===== config.mk =====
export PLATFORM = sky130hd
export DESIGN_NAME = jtpang_gfx_arb_flat
export DESIGN_NICKNAME = d
export VERILOG_FILES = /design/src/rtl/jtpang_pkg.sv /design/src/rtl/jtpang_gfx_arb_if.sv /design/src/rtl/jtpang_rom_slot.sv /design/src/rtl/jtpang_gfx_arb.sv /design/src/flat_wrapper.sv
export SDC_FILE = /design/constraint.sdc
export NUM_CORES = 1
export LEC_CHECK = 0
export CAP_MARGIN = 15
export CORE_UTILIZATION = 48
export CTS_CLUSTER_SIZE = 20
export DETAILED_ROUTE_END_ITERATION = 16
export HOLD_SLACK_MARGIN = 0.02
export PLACE_DENSITY_LB_ADDON = 0.12
export RECOVER_POWER = 25
export SLEW_MARGIN = 20
export SYNTH_ARGS = -nofsm -noshare
export SYNTH_HDL_FRONTEND = slang
export SYNTH_HIERARCHICAL = 1
export SYNTH_SLANG_ARGS = --single-unit

===== constraint.sdc =====
create_clock -name clk -period 3.03 [get_ports clk]
set_clock_uncertainty 0.1 [all_clocks]
set_input_delay 0.4545 -clock clk [delete_from_list [all_inputs] [get_ports clk]]
set_output_delay 0.4545 -clock clk [all_outputs]
set_load 0.02 [all_outputs]

===== src/rtl/jtpang_pkg.sv =====
// Shared definitions for the pang graphics ROM arbiter: FSM states, priority
// encodings and requester identifiers.
package jtpang_pkg;

    typedef enum logic [1:0] {
        ST_IDLE = 2'd0,
        ST_REQ  = 2'd1,
        ST_DONE = 2'd2
    } arb_state_e;

    localparam int PRIO_RR  = 0;
    localparam int PRIO_OBJ = 1;
    localparam int PRIO_CHR = 2;

    localparam logic REQ_OBJ = 1'b0;
    localparam logic REQ_CHR = 1'b1;

    localparam int CNT_W = 8;

endpackage


===== src/rtl/jtpang_gfx_arb_if.sv =====
// Bus bundle joining the obj and chr requesters, the SDRAM slot and the
// timeout flag to the graphics ROM arbiter.
interface jtpang_gfx_arb_if #(
    parameter int AW = 17,
    parameter int DW = 32
);
    logic          obj_cs;
    logic [AW-1:0] obj_addr;
    logic [DW-1:0] obj_data;
    logic          obj_ok;
    logic          chr_cs;
    logic [AW-1:0] chr_addr;
    logic [DW-1:0] chr_data;
    logic          chr_ok;
    logic          rom_cs;
    logic [AW-1:0] rom_addr;
    logic [DW-1:0] rom_data;
    logic          rom_ok;
    logic          tout;

    modport slave (
        input  obj_cs, obj_addr, chr_cs, chr_addr, rom_data, rom_ok,
        output obj_data, obj_ok, chr_data, chr_ok, rom_cs, rom_addr, tout
    );

    modport master (
        output obj_cs, obj_addr, chr_cs, chr_addr, rom_data, rom_ok,
        input  obj_data, obj_ok, chr_data, chr_ok, rom_cs, rom_addr, tout
    );
endinterface


===== src/rtl/jtpang_rom_slot.sv =====
// One requester's single-entry hit cache: stores the last fetched word, flags
// misses to the arbiter and drives the registered ok/data back to the client.
module jtpang_rom_slot
    import jtpang_pkg::*;
#(
    parameter int AW = 17,
    parameter int DW = 32
) (
    input  logic          clk,
    input  logic          rst_n,
    input  logic          cs_i,
    input  logic [AW-1:0] addr_i,
    input  logic          fill_i,
    input  logic [AW-1:0] fill_addr_i,
    input  logic [DW-1:0] fill_data_i,
    output logic          miss_o,
    output logic          ok_o,
    output logic [DW-1:0] data_o
);

    logic          valid_q, valid_d;
    logic [AW-1:0] addr_q,  addr_d;
    logic [DW-1:0] data_q,  data_d;
    logic          ok_q,    ok_d;
    logic          hit;

    assign hit    = valid_q && (addr_i == addr_q);
    assign miss_o = cs_i && !hit;
    assign ok_o   = ok_q;
    assign data_o = data_q;

    // ok compares against the entry as it stood before any fill this cycle
    always_comb begin
        valid_d = valid_q;
        addr_d  = addr_q;
        data_d  = data_q;
        ok_d    = cs_i && hit;
        if (fill_i) begin
            valid_d = 1'b1;
            addr_d  = fill_addr_i;
            data_d  = fill_data_i;
        end
    end

    always_ff @(posedge clk) begin
        if (!rst_n) begin
            valid_q <= 1'b0;
            addr_q  <= '0;
            data_q  <= '0;
            ok_q    <= 1'b0;
        end else begin
            valid_q <= valid_d;
            addr_q  <= addr_d;
            data_q  <= data_d;
            ok_q    <= ok_d;
        end
    end

endmodule


===== src/rtl/jtpang_gfx_arb.sv =====
// Graphics ROM arbiter for pang: shares one SDRAM slot between the object
// drawer and the tile fetcher, with a hit cache per requester.
module jtpang_gfx_arb
    import jtpang_pkg::*;
#(
    parameter int AW      = 17,
    parameter int DW      = 32,
    parameter int PRIO    = 0,
    parameter int TIMEOUT = 255
) (
    input  logic             clk,
    input  logic             rst_n,
    jtpang_gfx_arb_if.slave  bus
);

    localparam logic [CNT_W-1:0] TOUT_CNT = CNT_W'(TIMEOUT);

    arb_state_e       state_q, state_d;
    logic             owner_q, owner_d;
    logic             last_q, last_d;
    logic             rom_cs_q, rom_cs_d;
    logic [AW-1:0]    rom_addr_q, rom_addr_d;
    logic             tout_q, tout_d;
    logic [CNT_W-1:0] cnt_q, cnt_d;

    logic obj_miss, chr_miss;
    logic accept, obj_fill, chr_fill;
    logic win;

    // The first REQ cycle (cnt_q==0) may carry a stale rom_ok from the previous slot user
    assign accept   = (state_q == ST_REQ) && (cnt_q != '0) && bus.rom_ok;
    assign obj_fill = accept && (owner_q == REQ_OBJ);
    assign chr_fill = accept && (owner_q == REQ_CHR);

    jtpang_rom_slot #(.AW(AW), .DW(DW)) u_obj_slot (
        .clk         (clk),
        .rst_n       (rst_n),
        .cs_i        (bus.obj_cs),
        .addr_i      (bus.obj_addr),
        .fill_i      (obj_fill),
        .fill_addr_i (rom_addr_q),
        .fill_data_i (bus.rom_data),
        .miss_o      (obj_miss),
        .ok_o        (bus.obj_ok),
        .data_o      (bus.obj_data)
    );

    jtpang_rom_slot #(.AW(AW), .DW(DW)) u_chr_slot (
        .clk         (clk),
        .rst_n       (rst_n),
        .cs_i        (bus.chr_cs),
        .addr_i      (bus.chr_addr),
        .fill_i      (chr_fill),
        .fill_addr_i (rom_addr_q),
        .fill_data_i (bus.rom_data),
        .miss_o      (chr_miss),
        .ok_o        (bus.chr_ok),
        .data_o      (bus.chr_data)
    );

    assign bus.rom_cs   = rom_cs_q;
    assign bus.rom_addr = rom_addr_q;
    assign bus.tout     = tout_q;

    always_comb begin
        win = REQ_OBJ;
        if (obj_miss && chr_miss) begin
            case (PRIO)
                PRIO_OBJ: win = REQ_OBJ;
                PRIO_CHR: win = REQ_CHR;
                default:  win = ~last_q;
            endcase
        end else if (chr_miss) begin
            win = REQ_CHR;
        end
    end

    always_comb begin
        state_d    = state_q;
        owner_d    = owner_q;
        last_d     = last_q;
        rom_cs_d   = rom_cs_q;
        rom_addr_d = rom_addr_q;
        cnt_d      = cnt_q;
        tout_d     = 1'b0;
        case (state_q)
            ST_IDLE: begin
                if (obj_miss || chr_miss) begin
                    owner_d    = win;
                    last_d     = win;
                    rom_addr_d = (win == REQ_CHR) ? bus.chr_addr : bus.obj_addr;
                    rom_cs_d   = 1'b1;
                    cnt_d      = '0;
                    state_d    = ST_REQ;
                end
            end
            ST_REQ: begin
                if (accept) begin
                    rom_cs_d = 1'b0;
                    state_d  = ST_DONE;
                end else if (cnt_q == TOUT_CNT) begin
                    rom_cs_d = 1'b0;
                    tout_d   = 1'b1;
                    state_d  = ST_IDLE;
                end else begin
                    cnt_d = cnt_q + 1'b1;
                end
            end
            ST_DONE: state_d = ST_IDLE;
            default: state_d = ST_IDLE;
        endcase
    end

    // Reset leaves last_q on chr so obj wins the first round-robin tie
    always_ff @(posedge clk) begin
        if (!rst_n) begin
            state_q    <= ST_IDLE;
            owner_q    <= REQ_OBJ;
            last_q     <= REQ_CHR;
            rom_cs_q   <= 1'b0;
            rom_addr_q <= '0;
            tout_q     <= 1'b0;
            cnt_q      <= '0;
        end else begin
            state_q    <= state_d;
            owner_q    <= owner_d;
            last_q     <= last_d;
            rom_cs_q   <= rom_cs_d;
            rom_addr_q <= rom_addr_d;
            tout_q     <= tout_d;
            cnt_q      <= cnt_d;
        end
    end

endmodule


===== src/flat_wrapper.sv =====
// flat-port wrapper written by rule: the top's interface ports become plain ports
module jtpang_gfx_arb_flat import jtpang_pkg::*;
#(
    parameter int AW      = 17,
    parameter int DW      = 32,
    parameter int PRIO    = 0,
    parameter int TIMEOUT = 255
)
  (clk, rst_n, bus_obj_cs, bus_obj_addr, bus_chr_cs, bus_chr_addr, bus_rom_data, bus_rom_ok, bus_obj_data, bus_obj_ok, bus_chr_data, bus_chr_ok, bus_rom_cs, bus_rom_addr, bus_tout);
  jtpang_gfx_arb_if #(.AW(AW), .DW(DW)) bus_i ();
  input  logic clk;
  input  logic rst_n;
  input wire logic [$bits(bus_i.obj_cs)-1:0] bus_obj_cs;
  input wire logic [$bits(bus_i.obj_addr)-1:0] bus_obj_addr;
  input wire logic [$bits(bus_i.chr_cs)-1:0] bus_chr_cs;
  input wire logic [$bits(bus_i.chr_addr)-1:0] bus_chr_addr;
  input wire logic [$bits(bus_i.rom_data)-1:0] bus_rom_data;
  input wire logic [$bits(bus_i.rom_ok)-1:0] bus_rom_ok;
  output wire logic [$bits(bus_i.obj_data)-1:0] bus_obj_data;
  output wire logic [$bits(bus_i.obj_ok)-1:0] bus_obj_ok;
  output wire logic [$bits(bus_i.chr_data)-1:0] bus_chr_data;
  output wire logic [$bits(bus_i.chr_ok)-1:0] bus_chr_ok;
  output wire logic [$bits(bus_i.rom_cs)-1:0] bus_rom_cs;
  output wire logic [$bits(bus_i.rom_addr)-1:0] bus_rom_addr;
  output wire logic [$bits(bus_i.tout)-1:0] bus_tout;
  assign bus_i.obj_cs = bus_obj_cs;
  assign bus_i.obj_addr = bus_obj_addr;
  assign bus_i.chr_cs = bus_chr_cs;
  assign bus_i.chr_addr = bus_chr_addr;
  assign bus_i.rom_data = bus_rom_data;
  assign bus_i.rom_ok = bus_rom_ok;
  assign bus_obj_data = bus_i.obj_data;
  assign bus_obj_ok = bus_i.obj_ok;
  assign bus_chr_data = bus_i.chr_data;
  assign bus_chr_ok = bus_i.chr_ok;
  assign bus_rom_cs = bus_i.rom_cs;
  assign bus_rom_addr = bus_i.rom_addr;
  assign bus_tout = bus_i.tout;
  jtpang_gfx_arb #(.AW(AW), .DW(DW), .PRIO(PRIO), .TIMEOUT(TIMEOUT)) u_core (.clk(clk), .rst_n(rst_n), .bus(bus_i));
endmodule

Figure 1. Met1 routing (run 1).
Scale: 4 px per micron. Supply wires on this layer in gray.
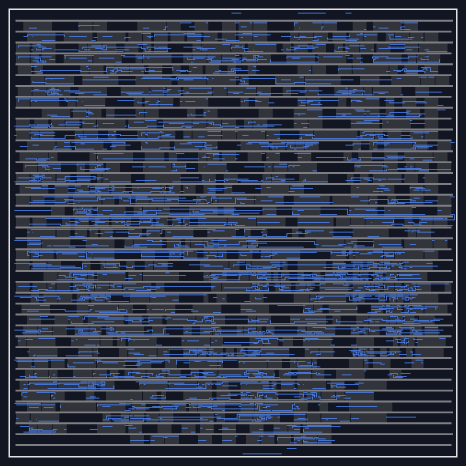
share of all routed wire	45%
longest straight run	41.4 microns
nets with wire on the layer	690
wire length on this layer	5990 microns
main direction	horizontal
Vias: 4384
drt total wl: 13300 microns
Global Route met1 Usage: 27.0%

Figure 2. Metal 2 (run 1).
Scale: 4 px per micron.
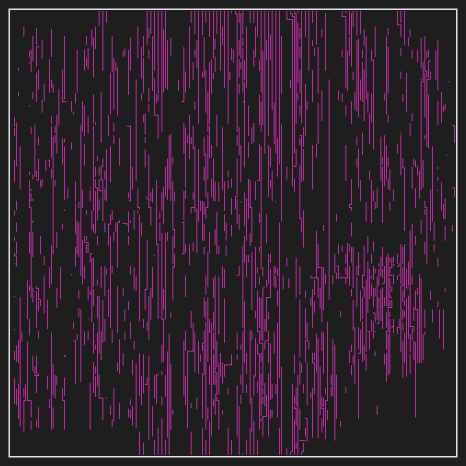
wire length on this layer	6490 microns
nets with wire on the layer	664
main direction	vertical
longest straight run	54.9 microns
share of all routed wire	49%

Figure 3. Metal 3 (run 1).
Scale: 4 px per micron.
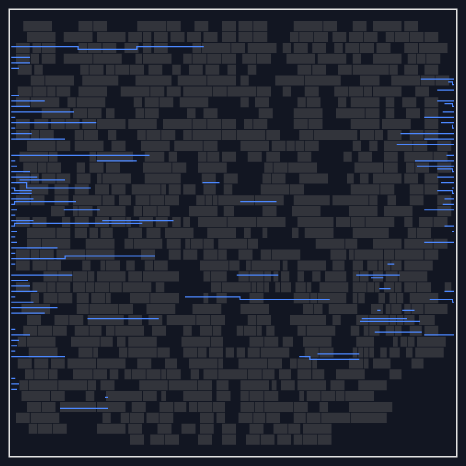
main direction	horizontal
longest straight run	34.3 microns

==> run 1: routing by layer <==
layer  track usage (%)  part of all wire [%]  vias up
li1                  -                     -     2187
met1              27.0                    45     2069
met2              36.7                    49      121
met3              6.48                   5.7        7
met4              8.02                  0.46        0
met5                 0                     0        -
==> run 1: placed cells by master, fill, tap and decap left out, types with 17 or more instances in the layout <==
cell / Yosys / routed
o211a_1: 17 / 17
dlygate4sd3_1: 0 / 52
dfxtp_1: 133 / 133
nand3_1: 17 / 17
nor2b_1: 99 / 99
clkbuf_16: 0 / 17
clkdlybuf4s50_1: 0 / 102
xor2_1: 32 / 32
nand2_1: 30 / 30
mux2i_1: 116 / 116
==> run 1: worst paths after layout <==
path,cells after the start,to,startpoint
worst max register to register,8,u_core/u_chr_slot/data_o[20]$_SDFFE_PN0P_,u_core/cnt_q[0]$_SDFFE_PN0P_
worst max-delay path,10,u_core/bus.rom_addr[15]$_SDFFE_PN0P_,bus_obj_addr[0]
worst min-delay path,3,u_core/state_q[1]$_SDFFE_PN0P_,rst_n
worst min register to register,1,u_core/u_obj_slot/valid_q$_SDFFE_PN0P_,u_core/u_obj_slot/valid_q$_SDFFE_PN0P_
==> run 1: worst max-delay path, delay by kind of cell <==
| kind | cells | cell delay, ns |
|---|---|---|
| and+or+nand+nor | 3 | 0.69 |
| buffers and inverters | 2 | 0.67 |
| AOI/OAI and AO/OA | 3 | 0.52 |
| muxes | 1 | 0.22 |
| xor gates and xnor gates | 1 | 0.16 |
==> run 1: cell families after synthesis <==
group,after synthesis
multiplexers,116
AND-OR/OR-AND,44
buffers and inverters,37
XOR/XNOR,34
flip-flops,133
adder cells (fa/ha/maj),2
AND/OR/NAND/NOR,178
==> run 1: sequential cells by signal, summed over array words and instances, names as in the netlist <==
name,flops
u_core/u_obj_slot/valid_q,1
u_core/u_obj_slot/data_o,32
u_core/u_obj_slot/addr_q,17
u_core/u_chr_slot/valid_q,1
u_core/u_chr_slot/data_o,32
u_core/cnt_q,8
u_core/owner_q,1
u_core/u_obj_slot/ok_o,1
u_core/u_chr_slot/addr_q,17
u_core/bus.tout,1
u_core/state_q,2
u_core/last_q,1
u_core/bus.rom_cs,1
u_core/u_chr_slot/ok_o,1
u_core/bus.rom_addr,17
==> run 1: stage by stage <==
| stage | cell area (sq um) | instances |
|---|---|---|
| finish | 8080 | 853 |
| global route | 8080 | 853 |
| CTS | 8090 | 853 |
| detailed placement | 7500 | 821 |
| global placement | 7500 | 821 |
| floorplan | 5750 | 544 |
==> run 1: area by class of cell <==
cell class | count | area, sq um
clock buffer | 21 | 480
clock inverter | 11 | 105
fill | 897 | 3480
inverter | 3 | 11.3
multi-input combinational | 374 | 2920
sequential | 133 | 2660
tap | 143 | 179
timing repair buffer | 168 | 1720
==> run 1: power by group through the flow <==
stage	Combinational [mW]	Clock [mW]	Sequential (mW)
2_1_floorplan	0.211	0	1.91
3_3_place_gp	0.500	0	1.88
3_5_place_dp	0.506	0	1.88
4_1_cts	0.510	2.03	1.84
5_1_grt	0.540	2.11	1.85
6_report	0.505	2.00	1.84
==> results.sh, run 1 <==
# physical design summary
export IMPL_outcome="finished with violations"
export IMPL_violations="DRC"
export IMPL_common_cells="133 x dfxtp_1, 116 x mux2i_1, 99 x nor2b_1"
export IMPL_route_detailed_drc=6
export IMPL_p_int_mw=3.35
export IMPL_seqPwrFrac_pct=42.4
export IMPL_drv_slew=0
export IMPL_async_flop_share_pct=0
export IMPL_swShare_pct=22.8
export IMPL_row_count=39
export IMPL_synth_cell_types=43
export IMPL_core_sq_um=11600
export IMPL_hpwl_microns=9090
export IMPL_areaGrowthSynthToFinish_pct=40.5
export IMPL_synth_most_common_cell="dfxtp_1"
export IMPL_grt_pass1_wl_microns=21800
export IMPL_synth_chip_area_sq_um=5750
export IMPL_worst_pin_slew_ns=0.574
export IMPL_cts_hold_buffers_added=0
export IMPL_fp_nets=617
export IMPL_yosysTopAreaCell="dfxtp_1"
export IMPL_logic_family="multiplexers"
export IMPL_compound_area_share_pct=7.00
export IMPL_tns_ns=0
export IMPL_rsz0062_at_grt="no"
export IMPL_cpPeakStageDelay_ns=0.45
export IMPL_htree_levels=4
export IMPL_cts_buffers=17
export IMPL_yosysWarnings=6
export IMPL_drt_initial_drc_count=289
export IMPL_antenna_found_initial=0
export IMPL_ff_type="dfxtp_1"
export IMPL_cts_repair_resized=0
export IMPL_drtAntennaViolNets=0
export IMPL_ys_cells=544
export IMPL_grt_pass1_vias=4446
export IMPL_cap_violations=0
export IMPL_numPortBuffers=155
export IMPL_chipWidth_microns=111
export IMPL_max_vdd_ir_drop_v=0.000373
export IMPL_worstPathArrival_ns=2.74
export IMPL_mappedNetlistArea_sq_um=5750
export IMPL_tool_warnings=29
Figure 4. Routing congestion (run 1).
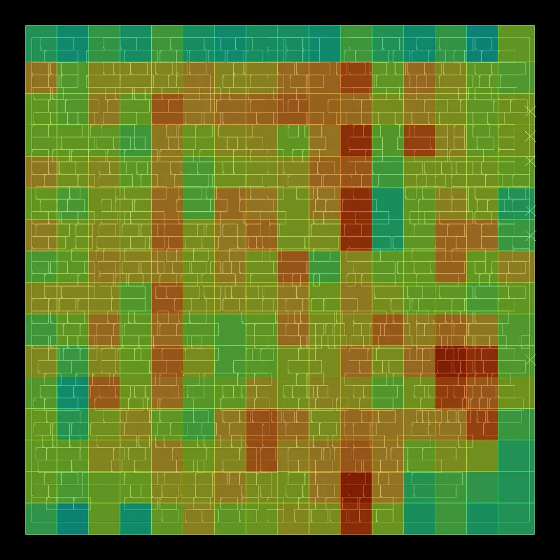

==> run 2, diff against run 1 <==
==> constraint.sdc (replaced) <==
create_clock -name clk -period 2.6 [get_ports clk]
set_clock_uncertainty 0.1 [all_clocks]
set_input_delay 0.39 -clock clk [delete_from_list [all_inputs] [get_ports clk]]
set_output_delay 0.39 -clock clk [all_outputs]
set_load 0.02 [all_outputs]
Figure 5. Routing congestion (run 2).
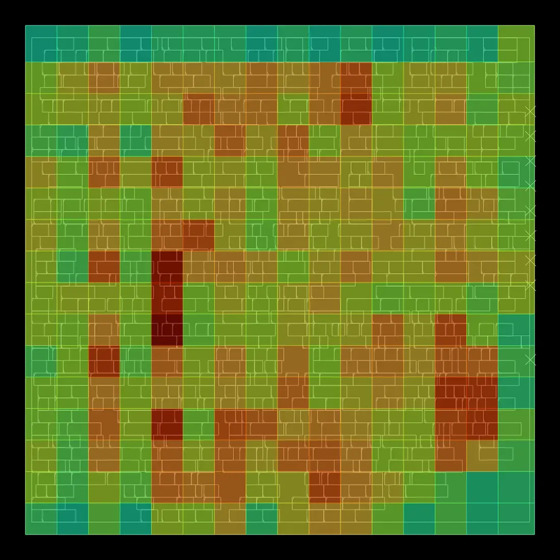
grt peak-use layer: met2
Layout Utilization: 70.6%

Figure 6. The metal 4 layer (run 2).
Scale: 3 px per micron. Supply wires on this layer in gray.
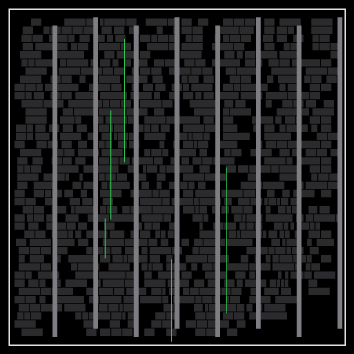
main direction	vertical
wire length on this layer	165 microns
longest straight run	48.3 microns
drt total wl: 13900 microns
Vias: 4495

==> results.sh, run 2 <==
# physical design summary
export IMPL_fin_crit_ns=2.53
export IMPL_worst_pin_slew_ns=0.556
export IMPL_holdPathEnd="u_core/bus.rom_addr[9]$_SDFFE_PN0P_"
export IMPL_mi_logic_area_sq_um=2950
export IMPL_async_flop_share_pct=0
export IMPL_rsz0062_at_grt="yes"
export IMPL_regArea_sq_um=2660
export IMPL_fp_nets=617
export IMPL_cap_violations=0
export IMPL_outcome="finished with violations"
export IMPL_drt_initial_drc_count=331
export IMPL_synth_most_common_cell="dfxtp_1"
export IMPL_htree_levels=4
export IMPL_min_path_cells=2
export IMPL_grt_pass1_wl_microns=22500
export IMPL_cts_hold_buffers_added=0
export IMPL_route_detailed_drc=9
export IMPL_core_sq_um=11600
export IMPL_yosysTopAreaCell="dfxtp_1"
export IMPL_min_from="rst_n"
export IMPL_synth_cell_types=43
export IMPL_fill_cells=898
export IMPL_worstPathArrival_ns=2.73
export IMPL_areaGrowthSynthToFinish_pct=42.0
export IMPL_violations="DRC"
export IMPL_drv_slew=0
export IMPL_max_vdd_ir_drop_v=0.000432
export IMPL_synth_chip_area_sq_um=5750
export IMPL_ff_type="dfxtp_1"
export IMPL_drtAntennaViolNets=0
export IMPL_ys_cells=544
export IMPL_grt_pass1_vias=4569
export IMPL_finalClockPeriodUsage_pct=97.4
export IMPL_tool_warnings=28
export IMPL_layout_top_cells="133 x dfxtp_1, 114 x mux2i_1, 104 x clkdlybuf4s50_1"
export IMPL_mappedNetlistArea_sq_um=5750
export IMPL_numPortBuffers=155
export IMPL_antenna_found_initial=0
export IMPL_r2r_end="u_core/u_chr_slot/data_o[9]$_SDFFE_PN0P_"
export IMPL_row_count=39
export IMPL_chipWidth_microns=111
export IMPL_crit_start="bus_obj_addr[0]"
export IMPL_common_cells="133 x dfxtp_1, 116 x mux2i_1, 99 x nor2b_1"
export IMPL_cts_buffers=17
export IMPL_rr_startpoint="u_core/cnt_q[0]$_SDFFE_PN0P_"
export IMPL_hpwl_microns=9580
export IMPL_dieArea_sq_um=12400
## run 2: cell counts after synthesis
Identical to the previous run, type by type.
## run 2: cells by family after synthesis
logic type / share of synthesized area [%]
and+or+nand+nor: 17.8
DFF: 46.3
muxes: 20.2
AOI/OAI and AO/OA: 7.00
buffers and inverters: 3.11
xor gates and xnor gates: 5.18
adders and majority gates: 0.435
## run 2: through the flow
stage,cells,TNS [ns],instance area [sq um],utilization (%),setup slack (ns)
2_1_floorplan,544,0,5750,-,0.198
4_1_cts,863,0,8120,70.2,0.0142
5_1_grt,864,-0.0760,8170,70.6,-0.0299
3_5_place_dp,833,-9.37,7580,65.5,-0.409
6_report,864,0,8170,70.6,0.0670
3_3_place_gp,833,-7.28,7580,65.5,-0.303
## run 2: layout make-up
type                       count  area share (%)
clock inverter                 3           0.214
sequential                   133            32.6
tap                          143            2.19
timing repair buffer         181            22.3
inverter                       3           0.138
multi-input combinational    374            36.1
clock buffer                  27            6.40
## run 2: worst max path at each step
stage	end	slack [ns]	cells after the start
CTS	u_core/bus.rom_addr[8]$_SDFFE_PN0P_	0.01	11
finish	u_core/bus.rom_addr[8]$_SDFFE_PN0P_	0.07	11
detailed placement	u_core/bus.rom_addr[0]$_SDFFE_PN0P_	-0.41	11
global route	u_core/bus.rom_addr[8]$_SDFFE_PN0P_	-0.03	11
global placement	u_core/bus.rom_addr[2]$_SDFFE_PN0P_	-0.30	11
floorplan	u_core/u_chr_slot/addr_q[0]$_SDFFE_PN0P_	0.20	10
## run 2: layer usage
metal	track usage, %	wire [microns]	share of wire (%)
met4	8.47	165	1.2
met5	0	0	0
met1	27.1	6140	44
met2	39.5	6860	49
met3	6.26	787	5.6
## run 2: critical path: stages
cell and delay, ns:
clkdlybuf4s50_1 0.44, xor2_1 0.17, nor4_2 0.32, buf_4 0.16
nand3_1 0.11, o21a_1 0.26, a21boi_2 0.21, buf_4 0.24
mux2i_1 0.23, nand2_1 0.08, o211a_1 0.12
## run 2: where the power goes
part           internal [mW]  total [mW]  switching (mW)
clock network           1.36        2.17           0.809
logic                  0.328       0.604           0.276
registers               2.10        2.15          0.0535
## run 2: what timing repair did
item / in CTS / in global routing
endpoints found under the setup margin: 0 / 58
buffers inserted: 0 / 0
endpoints found under the hold margin: 0 / 0
resized: 0 / 6
Power is estimated from default activity; no workload was simulated.
